Fig. 1: the clock network
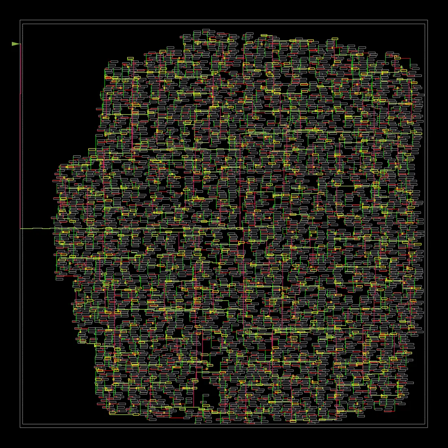
Fig. 2: signal metal coverage by tile
The die is cut into 32 by 32 equal tiles; white is low, dark blue is high, scaled to the fullest tile. Values are wire area over tile area, all layers added.
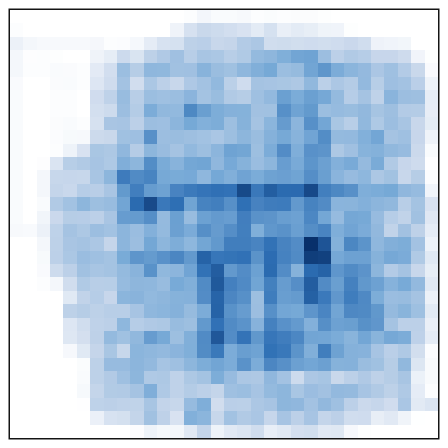
===== src/rtl/ram_fifo.sv =====
// First-word-fall-through FIFO on an inferred synchronous-read RAM.
// RDATA is the RAM read register; COUNT includes the word held there.
module ram_fifo #(
  parameter int WIDTH      = 16,
  parameter int ADDR_WIDTH = 8,
  parameter int AF_LEVEL   = (1 << ADDR_WIDTH) - 2,
  parameter int AE_LEVEL   = 2
) (
  input  logic                  CLK,
  input  logic                  ASYNCRESET,
  input  logic                  CLEAR,
  input  logic                  WVALID,
  output logic                  WREADY,
  input  logic [WIDTH-1:0]      WDATA,
  output logic                  RVALID,
  input  logic                  RREADY,
  output logic [WIDTH-1:0]      RDATA,
  output logic [ADDR_WIDTH:0]   COUNT,
  output logic                  ALMOST_FULL,
  output logic                  ALMOST_EMPTY
);

  localparam int               DEPTH   = 1 << ADDR_WIDTH;
  localparam int               CW      = ADDR_WIDTH + 1;
  localparam logic [CW-1:0]    DEPTH_C = CW'(DEPTH);
  localparam logic [CW-1:0]    AF_C    = CW'(AF_LEVEL);
  localparam logic [CW-1:0]    AE_C    = CW'(AE_LEVEL);

  logic [WIDTH-1:0]      mem_q [0:DEPTH-1];
  logic [WIDTH-1:0]      rdata_q;
  logic [ADDR_WIDTH-1:0] wr_ptr_q, wr_ptr_d;
  logic [ADDR_WIDTH-1:0] rd_ptr_q, rd_ptr_d;
  logic [CW-1:0]         ram_count_q, ram_count_d;
  logic [CW-1:0]         count_q, count_d;
  logic                  rvalid_q, rvalid_d;
  logic                  wready_q, wready_d;
  logic                  af_q, af_d;
  logic                  ae_q, ae_d;
  logic                  push_s, pop_s, rd_issue_s;

  // Handshake decode and next-state for pointers, occupancy and flags
  always_comb begin
    push_s      = WVALID && wready_q;
    pop_s       = rvalid_q && RREADY;
    // ram_count_q only covers words written on earlier edges, so a word
    // being written now is never read on the same edge.
    rd_issue_s  = (ram_count_q != {CW{1'b0}}) && (!rvalid_q || pop_s);
    wr_ptr_d    = wr_ptr_q;
    rd_ptr_d    = rd_ptr_q;
    ram_count_d = ram_count_q;
    rvalid_d    = rvalid_q;
    if (CLEAR) begin
      wr_ptr_d    = {ADDR_WIDTH{1'b0}};
      rd_ptr_d    = {ADDR_WIDTH{1'b0}};
      ram_count_d = {CW{1'b0}};
      rvalid_d    = 1'b0;
    end else begin
      if (push_s) begin
        wr_ptr_d = wr_ptr_q + {{(ADDR_WIDTH-1){1'b0}}, 1'b1};
      end else begin
        wr_ptr_d = wr_ptr_q;
      end
      if (rd_issue_s) begin
        rd_ptr_d = rd_ptr_q + {{(ADDR_WIDTH-1){1'b0}}, 1'b1};
        rvalid_d = 1'b1;
      end else if (pop_s) begin
        rvalid_d = 1'b0;
      end else begin
        rvalid_d = rvalid_q;
      end
      ram_count_d = ram_count_q + CW'(push_s) - CW'(rd_issue_s);
    end
    wready_d = (ram_count_d != DEPTH_C);
    count_d  = ram_count_d + CW'(rvalid_d);
    af_d     = (count_d >= AF_C);
    ae_d     = (count_d <= AE_C);
  end

  // Control state registers with asynchronous reset
  always_ff @(posedge CLK or posedge ASYNCRESET) begin
    if (ASYNCRESET) begin
      wr_ptr_q    <= {ADDR_WIDTH{1'b0}};
      rd_ptr_q    <= {ADDR_WIDTH{1'b0}};
      ram_count_q <= {CW{1'b0}};
      count_q     <= {CW{1'b0}};
      rvalid_q    <= 1'b0;
      wready_q    <= 1'b1;
      af_q        <= 1'b0;
      ae_q        <= 1'b1;
    end else begin
      wr_ptr_q    <= wr_ptr_d;
      rd_ptr_q    <= rd_ptr_d;
      ram_count_q <= ram_count_d;
      count_q     <= count_d;
      rvalid_q    <= rvalid_d;
      wready_q    <= wready_d;
      af_q        <= af_d;
      ae_q        <= ae_d;
    end
  end

  // RAM array and its read register; left unreset so it maps to block RAM
  always_ff @(posedge CLK) begin
    if (push_s && !CLEAR) begin
      mem_q[wr_ptr_q] <= WDATA;
    end
    if (rd_issue_s && !CLEAR) begin
      rdata_q <= mem_q[rd_ptr_q];
    end
  end

  assign WREADY       = wready_q;
  assign RVALID       = rvalid_q;
  assign RDATA        = rdata_q;
  assign COUNT        = count_q;
  assign ALMOST_FULL  = af_q;
  assign ALMOST_EMPTY = ae_q;

endmodule

===== config.mk =====
export PLATFORM = sky130hd
export DESIGN_NAME = ram_fifo
export DESIGN_NICKNAME = d
export VERILOG_FILES = /design/src/rtl/ram_fifo.sv
export SDC_FILE = /design/constraint.sdc
export NUM_CORES = 2
export LEC_CHECK = 0
export CAP_MARGIN = 5
export CORE_MARGIN = 4
export CORE_UTILIZATION = 41
export DETAILED_ROUTE_END_ITERATION = 8
export PLACE_DENSITY = 0.54
export SYNTH_ARGS = -nofsm -noshare
export SYNTH_HDL_FRONTEND = slang
export SYNTH_SLANG_ARGS = --single-unit

===== constraint.sdc =====
create_clock -name CLK -period 6.3 [get_ports CLK]
set_input_delay 1.26 -clock CLK [delete_from_list [all_inputs] [get_ports CLK]]
set_output_delay 1.26 -clock CLK [all_outputs]
set_load 0.01 [all_outputs]

==> Slide: Implementation Results <==
Synthesis and Place & Route Summary

Run status
  – Outcome: finished clean

Final layout
  – Top class by area: registers
  – FF+latch area: approximately 120000 µm²
  – Most frequent logic cell in the layout: edfxtp_1
  – Combinational share of cell area: 18.1%
  – Max FFs per register: a little over 4000
  – Multi-In Gates: 2660
  – Flop count: between 4000 and 5000
  – Post-route cell area: roughly 180000 µm²
  – Top Layout Cells: edfxtp_1 (4112), mux4_2 (894), clkbuf_16 (431)
  – Sequential cell area share: around two thirds
  – Footprint of the multi-input gates: 32900 µm²
  – Filler cells: 31671
  – Buffering overhead: under 10%
  – Non-clk bufs: between 400 and 500
  – Non-clk invs: 18
  – Antenna fix cells: 11
  – Layout cell share with drive strength beyond 1: between 20% and 30%
  – Largest Register: mem_q
  – Final #Nets: 7751
  – Layout Area Growth over Synthesis: 14.1%
  – Clock buf/inv share: under 10%

Route
  – Antenna Nets Post-Route: 0
  – Via-to-Cell Ratio: 5.94
  – DRC Markers: 0
  – Drt pass-1 iters: 6
  – Iteration-0 DRC Markers: between 9000 and 10000

STA
  – RSZ-0062 raised after global routing: false
  – Worst-Margin Slew: roughly 1300 ps
  – Final min period: 5060 ps
  – Final Setup Violations: 0
  – Slew Viols, Final: 0
  – Setup TNS: 0 ps
  – FMAX: 198 MHz
  – Final Hold Vio Count: 0
  – Final Cycle Share: about four fifths
  – Slew margin rel.: 11.4%

Setup path
  – Worst R2R End: RDATA[6]
  – Reg2Reg Setup Slack: roughly 1200 ps
  – Crit path required time: 6960 ps
  – Critical Path Source: rd_ptr_q[0]
  – CP Max Fanout: 32
  – Startpoint types: flop
  – Reg2reg start: rd_ptr_q[0]
  – Critical Path End Type: flop
  – Setup crit end: RDATA[6]
  – Worst Path Arrival: between 5000 and 6000 ps
  – Worst setup path category: reg2reg
  – Worst reg-to-reg path cell count: 8

Yosys
  – Mean post-synth cell area: 21.9 µm²
  – Cell area after synthesis: 159000 µm²
  – Yosys stat cell total: 7276
  – EDFF count, synth: between 4000 and 5000
  – Register area share after synthesis: roughly four fifths
  – #FFs+latches synth: a little over 4000
  – Syn_nets: between 7000 and 8000
  – Count leader, synth: edfxtp_1
  – Largest area contributor in the netlist: edfxtp_1
  – Post-synth top cells: edfxtp_1 (4112), mux4_2 (894), mux2i_1 (333)
  – Area leader share: between 70 and 80%
  – Synth Instances: between 7000 and 8000
  – Synthesis area per yosys: between 150000 and 200000 µm²
  – Commonest flop: edfxtp_1
  – Asr flop ratio synth: less than 1%
  – Cell area leaders: edfxtp_1 (77%), mux4_2 (13%), mux2i_1 (2.1%), a22oi_1 (0.94%), nor2_1 (0.72%)
  – Synth warnings: 0
  – Distinct cells, synth: 71

Worst hold path
  – Hold WC Path Type: reg2reg
  – Hold worst-path end: wr_ptr_q[1]
  – Hold wc startpoint: WREADY
  – Worst Hold Depth: 2

Clock tree
  – Clk pin slew, worst setup/hold paths: roughly 60 ps
  – Setup repair bufs after CTS: 0
  – CTS tree: yes
  – CTS-repair resized insts: 0
  – CTS max path bufs: 4
  – H-tree Lvls: 5
  – Num CTS Buffers: roughly 430
  – Clk root buf: clkbuf_16
  – Hold buffer count at cts: 0

Floorplanning
  – Die area: 399000 µm²
  – Die H: 632 µm
  – Total core area: about 390000 µm²
  – Tapcell count: about 5200
  – Die width: between 600 and 700 µm
  – Pre-Place Util: 41.3%
  – Num rows: ~230
  – Ports: 50

GRT
  – Largest net degree at the start of global routing: approximately 180
  – Remaining Overflow, GRT: 0
  – Number of global-route vias before repair: 78927
  – Tot GR Track Use: between 20 and 25%
  – Initial antenna violation count: 23
  – First-pass GRT wire length: 637000 µm

Pwr
  – Clock network power share: a little over a third
  – Sw Ratio: a little over a quarter
  – Internal power: 50.7 mW
  – PD cells: 381 nW/µm²
  – Switching pwr: between 15 and 20 mW
  – Leak: between 50 and 60 nW
  – Seq pwr share: 44.5%
  – Max IR drop VDD: roughly 0.24 mV
  – Combinational power share: roughly a fifth

Place
  – Routability cong.: ~0.86
  – DP Area: roughly 170000 µm²
  – IO buf count: roughly 50
  – Post-detailed-placement half-perimeter wirelength: 273000 µm

Flow run
  – Tool Warnings: 101
  – Max cap viols: 0
Notes on Fig. 1 above:
clk_lat worst skew: 970 ps
CTS sink cnt: 4150
CLK BUF: 509
Clock Skew: 49.6 ps

Notes on Fig. 2 above:
The mean over all tiles is 0.19. The densest ninth of the die: center. The emptiest ninth of the die: upper left. The fullest tile reaches 0.56. 23% of the tiles are over half the peak.
Vias: 78652
WL per Instance: 34.3 µm
Post-Route WL: 455000 µm

-- routing by layer --
| metal | routed length (µm) | vias to the layer above | GRT usage [%] |
|---|---|---|---|
| met2 | 215000 | 3324 | 35.5 |
| met5 | 69 | - | 0 |
| met3 | 36900 | 663 | 4.33 |
| met1 | 188000 | 42819 | 32.1 |
| li1 | - | 31836 | - |
| met4 | 14800 | 10 | 6.53 |
-- worst max-delay path, cell delays in order, from the launching register on --
cell and delay, ps:
dfrtp_4 1060, buf_12 340, buf_4 400, mux4_2 570
a22o_1 300, a221oi_1 390, o21ai_1 430, nor3_1 840
o32ai_1 260
-- through the flow --
stage | setup WS (ps) | total power, mW | hold slack (ps) | utilization [%] | std cells
after global routing | 1070 | 71.7 | 629 | 47.1 | 13243
final | 1240 | 69.3 | 596 | 47.1 | 13252
after CTS | 979 | 69.9 | 610 | 47.1 | 13239
after floorplan | 2070 | 40.4 | 544 | - | 7276
after global placement | 764 | 45.2 | 590 | 43.5 | 12456
after detailed placement | 991 | 45.2 | 589 | 43.5 | 12457
-- kinds of logic after synthesis --
family / count (synthesis) / synth area share [%]
flip-flops: 4150 / 78.0
multiplexers: 1231 / 14.7
AND-OR/OR-AND: 824 / 3.72
AND/OR/NAND/NOR: 564 / 1.59
buffers and inverters: 466 / 1.65
XOR/XNOR: 22 / 0.121
adder cells (fa/ha/maj): 19 / 0.154
-- power by group through the flow --
stage	sequential (mW)	combinational [mW]	clock, mW
floorplan	31.2	9.20	0
global placement	31.4	13.8	0
detailed placement	31.4	13.8	0
CTS	30.8	13.9	25.2
global route	30.8	14.5	26.4
finish	30.8	13.7	24.8
No activity file was given, so power comes from the tool's default toggle rates.
